$ cat config.mk
export PLATFORM = sky130hd
export DESIGN_NAME = booth_mult_seq
export DESIGN_NICKNAME = d
export VERILOG_FILES = /design/src/rtl/booth_mult_seq.sv
export SDC_FILE = /design/constraint.sdc
export NUM_CORES = 1
export LEC_CHECK = 0
export CORE_AREA = 2 2 69 84
export CTS_CLUSTER_SIZE = 25
export DETAILED_ROUTE_END_ITERATION = 8
export DIE_AREA = 0 0 71 86
export PLACE_DENSITY = 0.88
export RECOVER_POWER = 50
export SYNTH_ARGS = -nofsm -noshare
export SYNTH_HDL_FRONTEND = slang
export SYNTH_SLANG_ARGS = --single-unit
$ cat constraint.sdc
create_clock -name clk -period 3.41 [get_ports clk]
set_clock_uncertainty 0.2 [all_clocks]
set_input_delay 0.8525 -clock clk [delete_from_list [all_inputs] [get_ports clk]]
set_output_delay 0.8525 -clock clk [all_outputs]
set_load 0.1 [all_outputs]
$ cat src/rtl/booth_mult_seq.sv
// Sequential Booth multiplier (signed/unsigned) with a start/busy/done handshake.
// Define BOOTH_MULT_RADIX4_EN for radix-4 modified Booth (2 bits per step, even WIDTH only).
module booth_mult_seq #(
    parameter int WIDTH = 8
) (
    input  logic               clk,
    input  logic               rst_n,
    input  logic               start,
    input  logic               signed_mode,
    input  logic [WIDTH-1:0]   a,
    input  logic [WIDTH-1:0]   b,
    output logic               busy,
    output logic               done,
    output logic [2*WIDTH-1:0] result
);

`ifdef BOOTH_MULT_RADIX4_EN
    localparam int EXT = WIDTH + 2;
    localparam int SH  = 2;
    localparam int N   = WIDTH / 2 + 1;
    if (WIDTH % 2 != 0) begin : g_odd_width
        $error("booth_mult_seq: radix-4 build needs an even WIDTH");
    end
`else
    localparam int EXT = WIDTH + 1;
    localparam int SH  = 1;
    localparam int N   = WIDTH + 1;
`endif
    localparam int ACCW = EXT + 1;
    localparam int FW   = ACCW + EXT + 1;
    localparam int CW   = $clog2(N + 1);

    if (WIDTH < 4 || WIDTH > 32) begin : g_bad_width
        $error("booth_mult_seq: WIDTH must be within 4..32");
    end

    typedef enum logic [1:0] {S_IDLE, S_RUN, S_DONE} state_t;

    state_t             r_state, w_next;
    logic [ACCW-1:0]    r_acc, w_sum, w_a_acc;
    logic [EXT-1:0]     r_a, r_q, w_a_ext, w_b_ext;
    logic               r_qm1;
    logic [CW-1:0]      r_cnt;
    logic [2*WIDTH-1:0] r_result;
    logic [FW-1:0]      w_shift;

    // Extension is what lets one signed Booth datapath serve unsigned operands too.
    assign w_a_ext = {{(EXT-WIDTH){signed_mode & a[WIDTH-1]}}, a};
    assign w_b_ext = {{(EXT-WIDTH){signed_mode & b[WIDTH-1]}}, b};
    assign w_a_acc = {{(ACCW-EXT){r_a[EXT-1]}}, r_a};

`ifdef BOOTH_MULT_RADIX4_EN
    always_comb begin
        w_sum = r_acc;
        case ({r_q[1], r_q[0], r_qm1})
            3'b001, 3'b010: w_sum = r_acc + w_a_acc;
            3'b011:         w_sum = r_acc + (w_a_acc << 1);
            3'b100:         w_sum = r_acc - (w_a_acc << 1);
            3'b101, 3'b110: w_sum = r_acc - w_a_acc;
            default:        w_sum = r_acc;
        endcase
    end
`else
    always_comb begin
        w_sum = r_acc;
        case ({r_q[0], r_qm1})
            2'b01:   w_sum = r_acc + w_a_acc;
            2'b10:   w_sum = r_acc - w_a_acc;
            default: w_sum = r_acc;
        endcase
    end
`endif

    // Layout of w_shift: {acc, q, q_-1} after the arithmetic shift.
    assign w_shift = FW'($signed({w_sum, r_q, r_qm1}) >>> SH);

    always_comb begin
        w_next = r_state;
        case (r_state)
            S_IDLE:  if (start) w_next = S_RUN;
            S_RUN:   if (r_cnt == CW'(1)) w_next = S_DONE;
            S_DONE:  w_next = S_IDLE;
            default: w_next = S_IDLE;
        endcase
    end

    always_ff @(posedge clk or negedge rst_n) begin
        if (!rst_n) begin
            r_state  <= S_IDLE;
            r_acc    <= '0;
            r_a      <= '0;
            r_q      <= '0;
            r_qm1    <= 1'b0;
            r_cnt    <= '0;
            r_result <= '0;
        end else begin
            r_state <= w_next;
            case (r_state)
                S_IDLE: if (start) begin
                    r_a   <= w_a_ext;
                    r_q   <= w_b_ext;
                    r_qm1 <= 1'b0;
                    r_acc <= '0;
                    r_cnt <= CW'(N);
                end
                S_RUN: begin
                    r_acc <= w_shift[FW-1:EXT+1];
                    r_q   <= w_shift[EXT:1];
                    r_qm1 <= w_shift[0];
                    r_cnt <= r_cnt - CW'(1);
                    if (r_cnt == CW'(1)) r_result <= w_shift[2*WIDTH:1];
                end
                default: ;
            endcase
        end
    end

    assign busy   = (r_state != S_IDLE);
    assign done   = (r_state == S_DONE);
    assign result = r_result;

endmodule

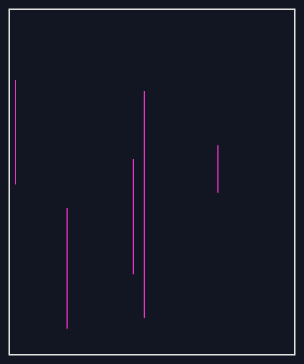
Fig. 1. M4 wires.
(4 px per µm)
main direction: vertical
longest straight run: 56.4 µm
total wire length: 6.34 mm
via count: 2382

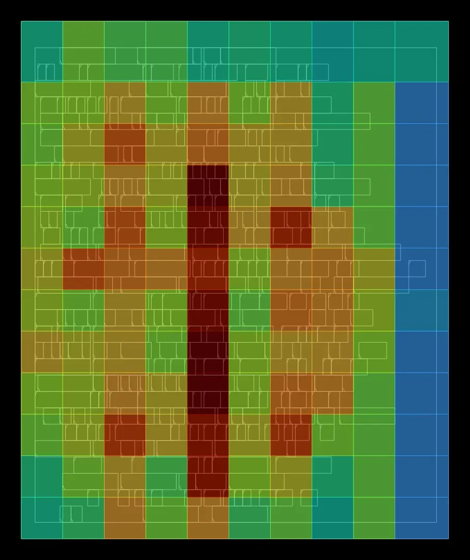
Fig. 2. Routing congestion.
met2 track utilization from global routing: 39.6%
Wirelength per Cell: 15.3 µm
Core Util, Final: 62.3%
met1 Track Usage GR: 27.5%
GR met3 Demand/Resource: 4.35%

==> reports/results.md <==
| Group | Quantity | Value |
| --- | --- | --- |
| floorplan | Die W | 71 µm |
| synthesis | Multiplexer fraction of the synthesized cell area | 1.16% |
| synthesis | Synthesized net count | 350 |
| cells and area | Fin nets | 384 |
| final timing | Rel. slew slack | 19.3% |
| setup path | Worst Path Required | 3410 ps |
| detailed routing | Met1 wire length | 2.69 mm |
| final timing | Min setup slack post-route | 507 ps |
| synthesis | AO/OA Area Share | 17.5% |
| synthesis | Syn. warnings | 0 |
| setup path | Critical path capture point type | flop |
| flow run | Tool warnings | 27 |
| global routing | Initial antenna violation count | 0 |
| detailed routing | Highest layer used for signal routing | met4 |
| detailed routing | Pre-Repair DR Iteration Count | 4 |
| setup path | Capture point of the worst path | result[14]$_DFFE_PN0P_ |
| cells and area | Area added between synthesis and finish | 16.7% |
| detailed routing | Routed length on met2 | 3.25 mm |
| cells and area | Non-clock buffer contribution to total cell area | 10.3% |
| cells and area | Comb gate area | 0.00145 mm² |
| cells and area | # clk buffers | 6 |
| floorplan | Die Y | 86 µm |
| global routing | Pin count of the biggest net entering global routing | 51 |
| placement | Count of buffers inserted at the top-level ports | 37 |
| final timing | Setup repair after global routing missed its margin | no |
| setup path | CP max-delay cell | sky130_fd_sc_hd__a2111o_1 |
| placement | HPWL after detailed placement | 4.63 mm |
| cells and area | Most common cell after layout, fill and taps aside | sky130_fd_sc_hd__nand2_1 |
| synthesis | Synthesized area per cell | 8.89 µm² |
| setup path | R2R cell count | 9 |
| synthesis | Distinct lib cells | 50 |
| placement | Routability cong. | 0.885 |
| worst hold path | Endpoint of the worst hold-timing path | result[13]$_DFFE_PN0P_ |
| global routing | Number of global-route vias before repair | 2388 |
| setup path | End of the worst register-to-register path | result[14]$_DFFE_PN0P_ |
| worst hold path | Type of the most critical hold path | reg2reg |
| status | Run status | completed |
| cells and area | Count of multi-input gates | 237 |
| clock network | Clock-pin slew of the registers on the worst-case setup and hold paths | 90 ps |
| detailed routing | Detailed-routed wire length on met3 | 243 µm |
| setup path | Critical Path Stages | 9 |
[stage by stage]
step | utilization [%] | instances | hold WS, ps | instance area [µm²]
4_1_cts | 62.5 | 413 | 292 | 3290
3_5_place_dp | 60.5 | 405 | 263 | 3180
2_1_floorplan | - | 316 | 262 | 2810
5_1_grt | 62.3 | 413 | 314 | 3280
3_3_place_gp | 60.5 | 405 | 261 | 3180
6_report | 62.3 | 413 | 284 | 3280
[kinds of logic (layout without fill, tap and decap cells)]
| group | after synthesis | in the layout |
|---|---|---|
| compound gates | 73 | 73 |
| xor+xnor | 7 | 7 |
| fa+ha+maj | 14 | 14 |
| buf+inv | 29 | 64 |
| flops | 50 | 50 |
| mux | 3 | 3 |
| simple gates | 140 | 140 |
